File: config.mk
export PLATFORM = sky130hd
export DESIGN_NAME = nanop_seq
export DESIGN_NICKNAME = d
export VERILOG_FILES = /design/src/rtl/nanop_seq.sv
export SDC_FILE = /design/constraint.sdc
export NUM_CORES = 1
export LEC_CHECK = 0
export CORE_AREA = 2 2 39 41
export CTS_CLUSTER_SIZE = 30
export DETAILED_ROUTE_END_ITERATION = 8
export DIE_AREA = 0 0 41 43
export HOLD_SLACK_MARGIN = 0.02
export SYNTH_ARGS = -nofsm -noshare
export SYNTH_HDL_FRONTEND = slang
export SYNTH_SLANG_ARGS = --single-unit
File: constraint.sdc
create_clock -name clk -period 1.6 [get_ports clk]
set_clock_uncertainty 0.1 [all_clocks]
set_input_delay 0.32 -clock clk [delete_from_list [all_inputs] [get_ports clk]]
set_output_delay 0.32 -clock clk [all_outputs]
set_load 0.02 [all_outputs]
File: src/rtl/nanop_seq.sv
// Three-phase fetch/address/execute sequencer for the nanoprocessor.
// Drives all datapath strobes and owns the carry and zero flags.
module nanop_seq (
  input  logic       clk,
  input  logic       reset_n,
  input  logic       en,
  input  logic [7:0] I,
  input  logic       alu_c,
  input  logic       alu_z,
  output logic       Load_I,
  output logic       Load_Ad,
  output logic       Inc_PC,
  output logic       Load_PC,
  output logic       Load_Acc,
  output logic       Sel_Acc,
  output logic       WRITE,
  output logic       Load_Out,
  output logic       Cin,
  output logic       C,
  output logic       Z
);

  typedef enum logic [1:0] {
    ST_IF = 2'd0,
    ST_AF = 2'd1,
    ST_EX = 2'd2
  } state_t;

  state_t state, state_nxt;

  logic [3:0] op;
  logic       legal;
  logic       is_alu, is_cop, is_cin, is_lda;
  logic       is_sta, is_out, is_jmp, is_jnc, is_jnz;

  assign op    = I[3:0];
  assign legal = (I[7:4] == 4'h0);

  // Nonzero upper nibble decodes to nothing, i.e. a NOP.
  always_comb begin
    is_alu = 1'b0;
    is_cop = 1'b0;
    is_cin = 1'b0;
    is_lda = 1'b0;
    is_sta = 1'b0;
    is_out = 1'b0;
    is_jmp = 1'b0;
    is_jnc = 1'b0;
    is_jnz = 1'b0;
    if (legal) begin
      is_alu = (op >= 4'h1) && (op <= 4'h9);
      is_cop = (op >= 4'h4) && (op <= 4'h9);
      is_cin = (op == 4'h5) || (op == 4'h7) ||
               (op == 4'h8) || (op == 4'h9);
      is_lda = (op == 4'hA);
      is_sta = (op == 4'hB);
      is_out = (op == 4'hC);
      is_jmp = (op == 4'hD);
      is_jnc = (op == 4'hE);
      is_jnz = (op == 4'hF);
    end
  end

  always_ff @(posedge clk or negedge reset_n) begin
    if (!reset_n) begin
      state <= ST_IF;
    end else begin
      state <= state_nxt;
    end
  end

  always_ff @(posedge clk or negedge reset_n) begin
    if (!reset_n) begin
      C <= 1'b0;
      Z <= 1'b0;
    end else if (en && state == ST_EX) begin
      if (is_cop) C <= alu_c;
      if (is_alu || is_lda) Z <= alu_z;
    end
  end

  always_comb begin
    state_nxt = state;
    if (en) begin
      unique case (state)
        ST_IF:   state_nxt = ST_AF;
        ST_AF:   state_nxt = ST_EX;
        ST_EX:   state_nxt = ST_IF;
        default: state_nxt = ST_IF;
      endcase
    end
  end

  always_comb begin
    Load_I   = 1'b0;
    Load_Ad  = 1'b0;
    Inc_PC   = 1'b0;
    Load_PC  = 1'b0;
    Load_Acc = 1'b0;
    WRITE    = 1'b0;
    Load_Out = 1'b0;
    Cin      = reset_n & is_cin & C;
    Sel_Acc  = reset_n & (state == ST_EX) & is_lda;
    if (reset_n && en) begin
      unique case (state)
        ST_IF: begin
          Load_I = 1'b1;
          Inc_PC = 1'b1;
        end
        ST_AF: begin
          Load_Ad = 1'b1;
          Inc_PC  = 1'b1;
        end
        ST_EX: begin
          unique case (1'b1)
            is_alu, is_lda: Load_Acc = 1'b1;
            is_sta:         WRITE    = 1'b1;
            is_out:         Load_Out = 1'b1;
            is_jmp:         Load_PC  = 1'b1;
            is_jnc:         Load_PC  = ~C;
            is_jnz:         Load_PC  = ~Z;
            default:        ;
          endcase
        end
        default: ;
      endcase
    end
  end

endmodule

port_nets.png
Drawn at 8 px/µm.
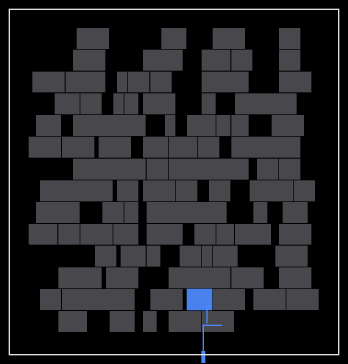
Cin: in blue, direction output, edge south, end cells 1, buffers 1, wire 8.00 µm.

final_clocks.png
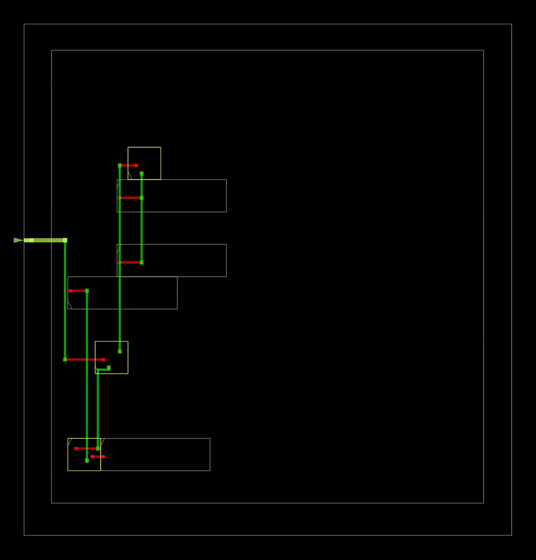
TritonCTS buffer count: 3
clock group total power: 0.121 mW

==> results.py <==
# Metrics from the implementation run
metrics = {
    "place": {
        "place_inst": 98,
        "hpwl_mm": 1.02,
        "gp_congestion": 0.707,
        "pre_cts_slack_ps": -1120,
        "post_dp_cell_area_um2": 860,
        "io_buffers": 23,
    },
    "setup_path": {
        "worstPathCellList": "buf_6 > nor4_4 > nand3_2 > nor4b_4 > buf_4",
        "timing.rr.end": "Z$_DFFE_PN0P_",
        "cp_max_fo": 3,
        "crit_buf_inv": 2,
        "cp_top_family": "simple AND/OR/NAND/NOR gates",
        "reg2reg_depth": 4,
        "cp-startpoint": "I[6]",
        "crit_arrival_ps": 1360,
        "cpPeakStageDelay_ps": 350,
        "cp_slowest_cell": "nor4_4",
        "r2r_setup_slack_ps": 50,
        "worstSetupPathDepth": 5,
        "path_class": "in2out",
        "end_kind": "primary output",
        "reg2reg_from": "state[0]$_DFFE_PN0P_",
        "crit_end": "Sel_Acc",
        "worstPathRequired_ps": 1180,
    },
    "cells_and_area": {
        "largest_reg_flops": 2,
        "instances_no_fill": 104,
        "lay_top_count": "buf_6",
        "buf_share_pct": 41.9,
        "logic_area_um2": 407,
        "top_register": "state",
        "seq_area_share_pct": 10.4,
        "finalInstanceArea_um2": 965,
        "nFillCells": 123,
        "reg_top3": "state (2), C (1), Z (1)",
        "nClkBuffers": 3,
        "ff_count": 4,
        "final_core_util_pct": 69.7,
        "seq_area_um2": 100,
        "comb-cell-share_pct": 42.2,
        "layout_top_cells": "buf_6, buf_4, dfrtp_1, dlygate4sd2_1",
        "largest_class": "multi-input combinational cells",
        "nonClockInverterCount": 3,
        "syn2layout_area_growth_pct": 171,
        "antennaDiodeCount": 0,
        "nets": 103,
        "num-multi-input-gates": 34,
        "clock_area_share_pct": 2.33,
    },
    "routing": {
        "avgViaCountPerCell": 4.76,
        "drc": 0,
        "top_layer": "met3",
        "drtPass1Iterations": 3,
        "drt-initial-drc-count": 3,
        "met3_length_um": 70,
        "detail-route-antenna-nets": 0,
        "wire_per_inst_um": 12.1,
        "wl_met2_um": 614,
    },
    "global_routing": {
        "grt_max_degree": 9,
        "grt_pass1_vias": 502,
        "grt_use_met3_pct": 1.57,
        "grt_use_met1_pct": 23.1,
        "grt_overflow": 0,
        "grt.busiest_layer": "met2",
        "antenna_found_initial": 0,
        "gr-usage-all-layers_pct": 17.3,
        "grt_pass1_wl_mm": 2.07,
    },
    "yosys": {
        "yosysWarnings": 0,
        "netlist_instances": 42,
        "synth_cell_types": 22,
        "ys_sh_adder_pct": 0,
        "xor_share_pct": 0,
        "netlist_area_um2": 357,
        "flop_cell": "dfrtp_1",
        "yosysChipArea_um2": 357,
        "ys_ff": 4,
        "ys_sh_simple_pct": 42.8,
        "ys_seq_share_pct": 28.1,
        "synthArstFlopShare_pct": 100,
        "top_area_cell": "dfrtp_1",
        "edf_count": 0,
        "syn_avg_cell_area_um2": 8.49,
        "ys_cells": 42,
        "mux_area_share_pct": 9.47,
        "top_cell_area_share_pct": 28.1,
        "top_cells_by_count": "nand3_1, dfrtp_1, nor2b_1",
        "yosysMostFrequentCell": "nand3_1",
        "synth.net_count": 55,
        "topCombFamilyByArea": "simple AND/OR/NAND/NOR gates",
    },
    "clock_network": {
        "cts_sinks": 4,
        "cts_buffer_depth": 2,
        "post_cts_resized": 107,
        "cts_hold_buf": 0,
        "cts_tree": "yes",
        "cts_htree_levels": 1,
        "postCtsSetupRepairBufs": 3,
        "insertion_delay_ps": 230,
        "cts-root-buf": "clkbuf_4",
    },
    "pwr": {
        "comb-power_mw": 0.262,
        "p_leak_nw": 0.421,
        "seq_power_mw": 0.129,
        "swShare_pct": 31.7,
        "internal_power_mw": 0.350,
        "p_sw_mw": 0.162,
        "p_clk_share_pct": 23.6,
        "ir_drop_uv": 404,
        "comb_power_share_pct": 51.1,
        "p_seq_share_pct": 25.2,
        "p_total_mw": 0.513,
        "power_density_mw_per_mm2": 531,
    },
    "die": {
        "core_mm2": 0.00138,
        "die_h_um": 43,
        "fp_util_pct": 25.8,
        "rows": 14,
        "num_tap_cells": 16,
        "fp.dieW_um": 41,
        "dieArea_mm2": 0.00176,
    },
    "sta": {
        "slew_violations": 0,
        "fin_tns_setup_ps": -995,
        "period_needed_ps": 1780,
        "setup_ws_ps": -182,
        "period_used_pct": 111,
        "rsz0062_at_grt": "yes",
        "fin_hold_ws_ps": 111,
        "max_slew_margin_pct": 71.8,
        "fmax_mhz": 561,
        "setup_viol": 9,
    },
    "outcome": {
        "status": "finished, violations left",
        "violations": "negative setup slack",
    },
    "min_path": {
        "worstHoldPathType": "in2async",
    },
    "flow_run": {
        "warning_count": 29,
        "cap_violations": 0,
    },
}
cell_classes.png
Drawn at 8 px/µm. Fill, decap, tap and diode cells in gray.
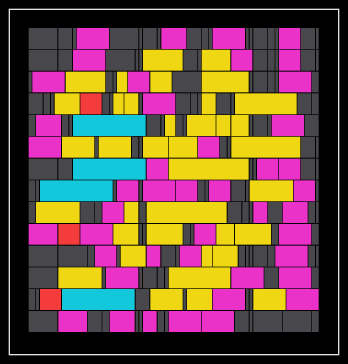
other buffers and delay cells: in magenta, cells 44, share of their area 43%. cells driving clock nets: in red, cells 3, share of their area 2.4%. flip-flops: in cyan, cells 4, share of their area 11%. all other logic: in yellow, cells 37, share of their area 44%.

met2.png
Drawn at 12 px/µm. Cells faint in the background.
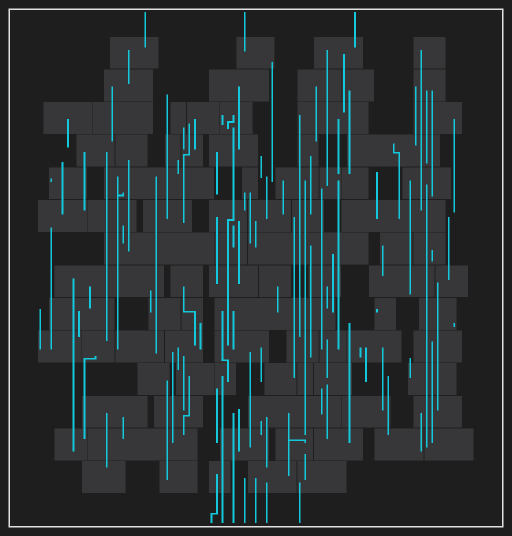
The layer carries 614 µm of wire. The layer holds 49% of the routed length. The longest straight run is 21.8 µm. The wires run mostly vertical. 90 nets have wire on it.
DR vias: 495
final wirelength: 1.25 mm
met2 Use GR: 26.9%

No activity file was given, so power comes from the tool's default toggle rates.
